### PDN straps and rails

Bar = 20 um. Pins as bars on the die edge.
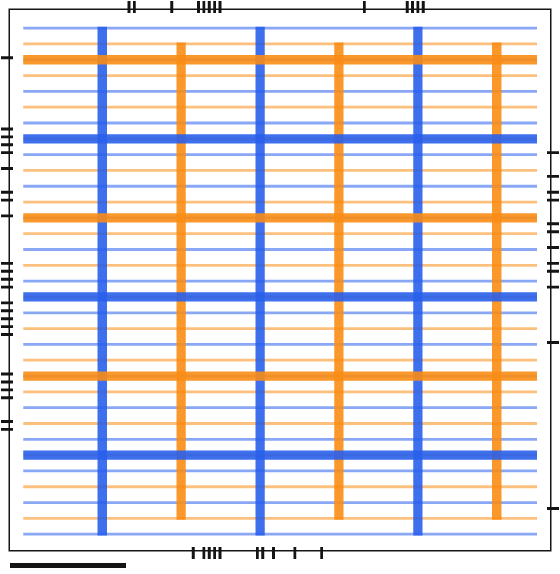
### Cells colored by class

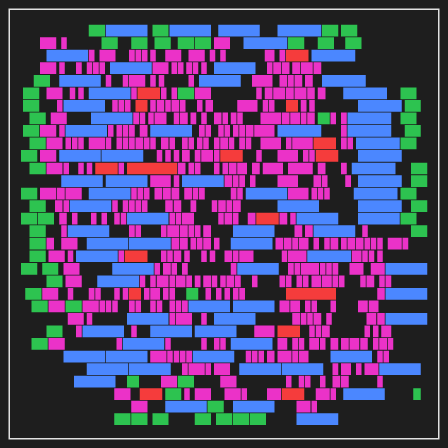
### Clock network drawn from the DEF

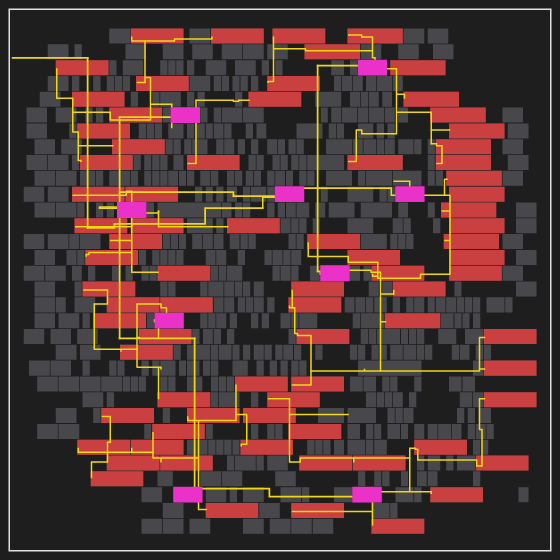
### Routed metal, one color a layer

Bar = 20 um.
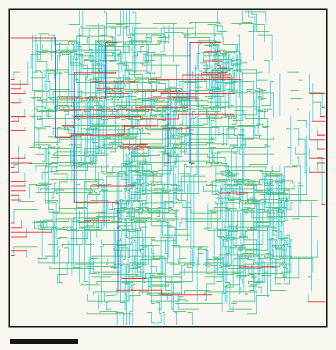
===== src/rtl/seg_dynamic_scan.sv =====
`timescale 1ns/1ps
// ----------------------------------------------------------------------------
// seg_dynamic_scan
// Eight-digit multiplexed seven-segment driver for a common-anode display.
// The eight BCD digits, the decimal-point mask and the blanking enable are
// snapshotted once per frame (as the scan wraps from digit 7 to digit 0), so a
// frame never mixes old and new digits. Leading zeros can be suppressed. Each
// digit slot starts with a dead time where every select is off to avoid
// ghosting. Select and segment lines are registered and drive the pins.
//
// Parameters
//   SCAN_DIV  clock cycles per digit slot (>= DEAD_CYC+2)
//   DEAD_CYC  all-off cycles at the start of every slot (>= 0)
// Ports
//   sys_clk    in   system clock
//   sys_rst_n  in   asynchronous active-low reset
//   unit..t_mil in  4-bit digits, unit = digit 0 ... t_mil = digit 7
//   point      in   decimal-point enable, bit k = digit k
//   blank_en   in   1 = leading-zero suppression
//   sel        out  active-low one-hot digit select, bit k = digit k
//   seg        out  active-low segments {dp,g,f,e,d,c,b,a}
// ----------------------------------------------------------------------------
module seg_dynamic_scan #(
    parameter int unsigned SCAN_DIV = 100_000,
    parameter int unsigned DEAD_CYC = 2
) (
    input  logic       sys_clk,
    input  logic       sys_rst_n,
    input  logic [3:0] unit,
    input  logic [3:0] ten,
    input  logic [3:0] hun,
    input  logic [3:0] tho,
    input  logic [3:0] t_tho,
    input  logic [3:0] h_hun,
    input  logic [3:0] mil,
    input  logic [3:0] t_mil,
    input  logic [7:0] point,
    input  logic       blank_en,
    output logic [7:0] sel,
    output logic [7:0] seg
);

    localparam int unsigned CNT_W = (SCAN_DIV > 2) ? $clog2(SCAN_DIV) : 1;
    localparam logic [CNT_W-1:0] TICK_V = CNT_W'(SCAN_DIV - 1);
    localparam logic [CNT_W-1:0] DEAD_V = CNT_W'(DEAD_CYC);

    // Seven-segment pattern {g..a}, active-low; non-BCD values show a minus.
    function automatic logic [6:0] seg_encode(input logic [3:0] d);
        logic [6:0] p;
        case (d)
            4'd0:    p = 7'h40;
            4'd1:    p = 7'h79;
            4'd2:    p = 7'h24;
            4'd3:    p = 7'h30;
            4'd4:    p = 7'h19;
            4'd5:    p = 7'h12;
            4'd6:    p = 7'h02;
            4'd7:    p = 7'h78;
            4'd8:    p = 7'h00;
            4'd9:    p = 7'h10;
            default: p = 7'h3F;
        endcase
        return p;
    endfunction

    logic [7:0][3:0] digits_s;
    logic [7:0][3:0] shadow_digit_r;
    logic [7:0]      shadow_point_r;
    logic            shadow_blank_en_r;
    logic [CNT_W-1:0] cnt_div_r;
    logic [2:0]      idx_r;
    logic            tick_s;
    logic            dead_s;
    logic [7:0]      blank_mask_s;
    logic            run_s;
    logic [7:0]      sel_nxt_s;
    logic [7:0]      seg_nxt_s;
    logic [7:0]      sel_r;
    logic [7:0]      seg_r;

    assign digits_s = {t_mil, mil, h_hun, t_tho, tho, hun, ten, unit};
    assign tick_s   = (cnt_div_r == TICK_V);
    assign dead_s   = (cnt_div_r < DEAD_V);

    // Slot divider and digit index; idx wraps 7->0 on the same tick.
    always_ff @(posedge sys_clk or negedge sys_rst_n) begin
        if (!sys_rst_n) begin
            cnt_div_r <= '0;
            idx_r     <= 3'd0;
        end else if (tick_s) begin
            cnt_div_r <= '0;
            idx_r     <= idx_r + 3'd1;
        end else begin
            cnt_div_r <= cnt_div_r + CNT_W'(1);
        end
    end

    // Frame snapshot, loaded only as the scan leaves digit 7.
    always_ff @(posedge sys_clk or negedge sys_rst_n) begin
        if (!sys_rst_n) begin
            shadow_digit_r    <= '0;
            shadow_point_r    <= 8'h00;
            shadow_blank_en_r <= 1'b0;
        end else if (tick_s && (idx_r == 3'd7)) begin
            shadow_digit_r    <= digits_s;
            shadow_point_r    <= point;
            shadow_blank_en_r <= blank_en;
        end
    end

    // Leading-zero mask: walking down from digit 7, a digit stays blanked
    // while it and everything above it is a zero without a decimal point.
    always_comb begin
        blank_mask_s = 8'h00;
        run_s        = shadow_blank_en_r;
        for (int k = 7; k >= 1; k--) begin
            run_s = run_s && (shadow_digit_r[k] == 4'd0) && !shadow_point_r[k];
            blank_mask_s[k] = run_s;
        end
    end

    // Next select / segment values for the current slot position.
    always_comb begin
        sel_nxt_s = 8'hFF;
        seg_nxt_s = 8'hFF;
        if (dead_s) begin
            sel_nxt_s = 8'hFF;
            seg_nxt_s = 8'hFF;
        end else begin
            sel_nxt_s = ~(8'b0000_0001 << idx_r);
            if (blank_mask_s[idx_r]) begin
                seg_nxt_s = 8'hFF;
            end else begin
                seg_nxt_s = {~shadow_point_r[idx_r], seg_encode(shadow_digit_r[idx_r])};
            end
        end
    end

    // Registered pin drivers; reset forces every line off immediately.
    always_ff @(posedge sys_clk or negedge sys_rst_n) begin
        if (!sys_rst_n) begin
            sel_r <= 8'hFF;
            seg_r <= 8'hFF;
        end else begin
            sel_r <= sel_nxt_s;
            seg_r <= seg_nxt_s;
        end
    end

    assign sel = sel_r;
    assign seg = seg_r;

endmodule

===== config.mk =====
export PLATFORM = sky130hd
export DESIGN_NAME = seg_dynamic_scan
export DESIGN_NICKNAME = d
export VERILOG_FILES = /design/src/rtl/seg_dynamic_scan.sv
export SDC_FILE = /design/constraint.sdc
export NUM_CORES = 1
export LEC_CHECK = 0
export ABC_AREA = 1
export CAP_MARGIN = 20
export CORE_MARGIN = 2
export CORE_UTILIZATION = 55
export CTS_BUF_LIST = sky130_fd_sc_hd__clkbuf_2 sky130_fd_sc_hd__clkbuf_4 sky130_fd_sc_hd__clkbuf_8
export CTS_CLUSTER_DIAMETER = 200
export DETAILED_ROUTE_END_ITERATION = 12
export PLACE_DENSITY = 0.8
export SLEW_MARGIN = 20
export SYNTH_ARGS = -nofsm -noshare
export SYNTH_HDL_FRONTEND = slang
export SYNTH_SLANG_ARGS = --single-unit

===== constraint.sdc =====
create_clock -name sys_clk -period 5.3 [get_ports sys_clk]
set_input_delay 1.06 -clock sys_clk [delete_from_list [all_inputs] [get_ports sys_clk]]
set_output_delay 1.06 -clock sys_clk [all_outputs]
set_load 0.01 [all_outputs]

==> job_summary.md <==
## Synthesis and layout report

| Metric | Value |
|---|---|
| Status | finished clean |
| Fillers | 621 |
| Pins Over Slew Limit | 0 |
| MUX area fraction | 0% |
| Power Density | 224.9 nW/um^2 |
| Final Wtd Congestion | 0.9081 |
| Yosys warnings | 0 |
| Delay-heaviest family, CP | flip-flops |
| RSZ-0062 raised after global routing | no |
| Slowest stage delay, CP | 0.90 ns |
| Buf/Inv on CP | 2 |
| Tool warnings | 34 |
| H-tree depth | 3 |
| Most numerous logic cell after layout | nand2_1 |
| Largest registers | shadow_digit_r x32, cnt_div_r x17 |
| Largest non-sequential cell family by area | simple AND/OR/NAND/NOR gates |
| Floorplan core density | 56.51% |
| Startpoint Class | flop |
| Nets | 637 |
| Clock Tree Buf Depth | 2 |
| Hold Path Origin | cnt_div_r[0] |
| Max reg flops | 32 |
About 'PDN straps and rails':
orange -> VDD
blue -> VSS
signal pins = 59
met4 straps = 6
met1 rails = 33
rows = 32
Die X: 92.88 um
Core ar.: 7687 sq um
worst vdd ir: 0.0001983 V

About 'Cells colored by class':
red -> clock drivers and dummy loads  # cells 16
green -> remaining buffers and delay cells  # cells 61
blue -> registers  # cells 77
magenta -> remaining logic cells  # cells 433
row count: 32
fin util: 66.52%

About 'Clock network drawn from the DEF':
red -> flip-flops  # count 77
magenta -> clock-net drivers  # count 9
yellow -> clock wires  # length 987 um
routed clock nets = 10
Setup Skew: 0.01209 ns
Worst-Skew Late Latency: 0.37 ns
clock share of power: 45.0%
clock network power: 517 uW

About 'Routed metal, one color a layer':
blue -> M4  # wire length 159 um
green -> M1  # wire length 4220 um
cyan -> M2  # wire length 4660 um
red -> M3  # wire length 549 um
WL final: 9589 um
Routed WL per cell: 13.92 um
Total GRT Usage: 24.21%
vias post-DR: 3570

worst register-to-register path: stages (launching register included):
cell and delay [ns]:
dfrtp_1 0.90, ha_1 0.31, ha_2 0.17, buf_4 0.51
nand2_1 0.41, buf_4 0.36, nand2_1 0.12, nand2_1 0.06
metrics by stage:
stage                     hold WS, ns  instance area (sq um)  std cells  power, mW
after CTS                      0.4628                   5114        689      1.155
final                          0.4639                   5114        689      1.150
after global routing           0.4957                   5114        689      1.180
after global placement         0.4435                   4880        673     0.6439
after floorplan                0.4307                   4344        532     0.5989
after detailed placement       0.4518                   4880        673     0.6448
cell usage after synthesis, drive strengths merged:
cell type	number	area share (%)
nor2	44	4.1
dfrtp	61	35
ha	12	3.5
dfstp	16	9.7
nand4	7	1.0
o211ai	5	0.98
o21ai	14	1.6
inv	52	4.5
clkbuf	1	0.086
buf	21	4.3
nand3	82	14
a21oi	9	1.0
and3	1	0.14
clkinv	2	0.20
nand3b	4	0.69
nor3	6	0.69
nor4	3	0.43
nand2	182	16
a31oi	1	0.14
xor2	9	1.8
layout make-up:
type / instances / area [sq um] / area share, %
clock buffer: 13 / 166.4 / 3.254
clock inverter: 3 / 67.56 / 1.321
inverter: 54 / 203.9 / 3.988
multi-input combinational: 379 / 2003 / 39.17
sequential: 77 / 1947 / 38.07
tap: 102 / 127.6 / 2.496
timing repair buffer: 61 / 598.1 / 11.70
per-layer routing:
metal | up-vias | wire length [um] | share of wire (%)
met5 | - | 0 | 0
met4 | 0 | 159 | 1.7
met3 | 15 | 548 | 5.7
met2 | 113 | 4663 | 49
met1 | 1658 | 4218 | 44
li1 | 1784 | - | -
power by group:
part	switching, mW	internal (mW)
sequential	0	0.588
clock	0.215	0.302
combinational	0.0180	0.0271
No activity file was given, so power comes from the tool's default toggle rates.
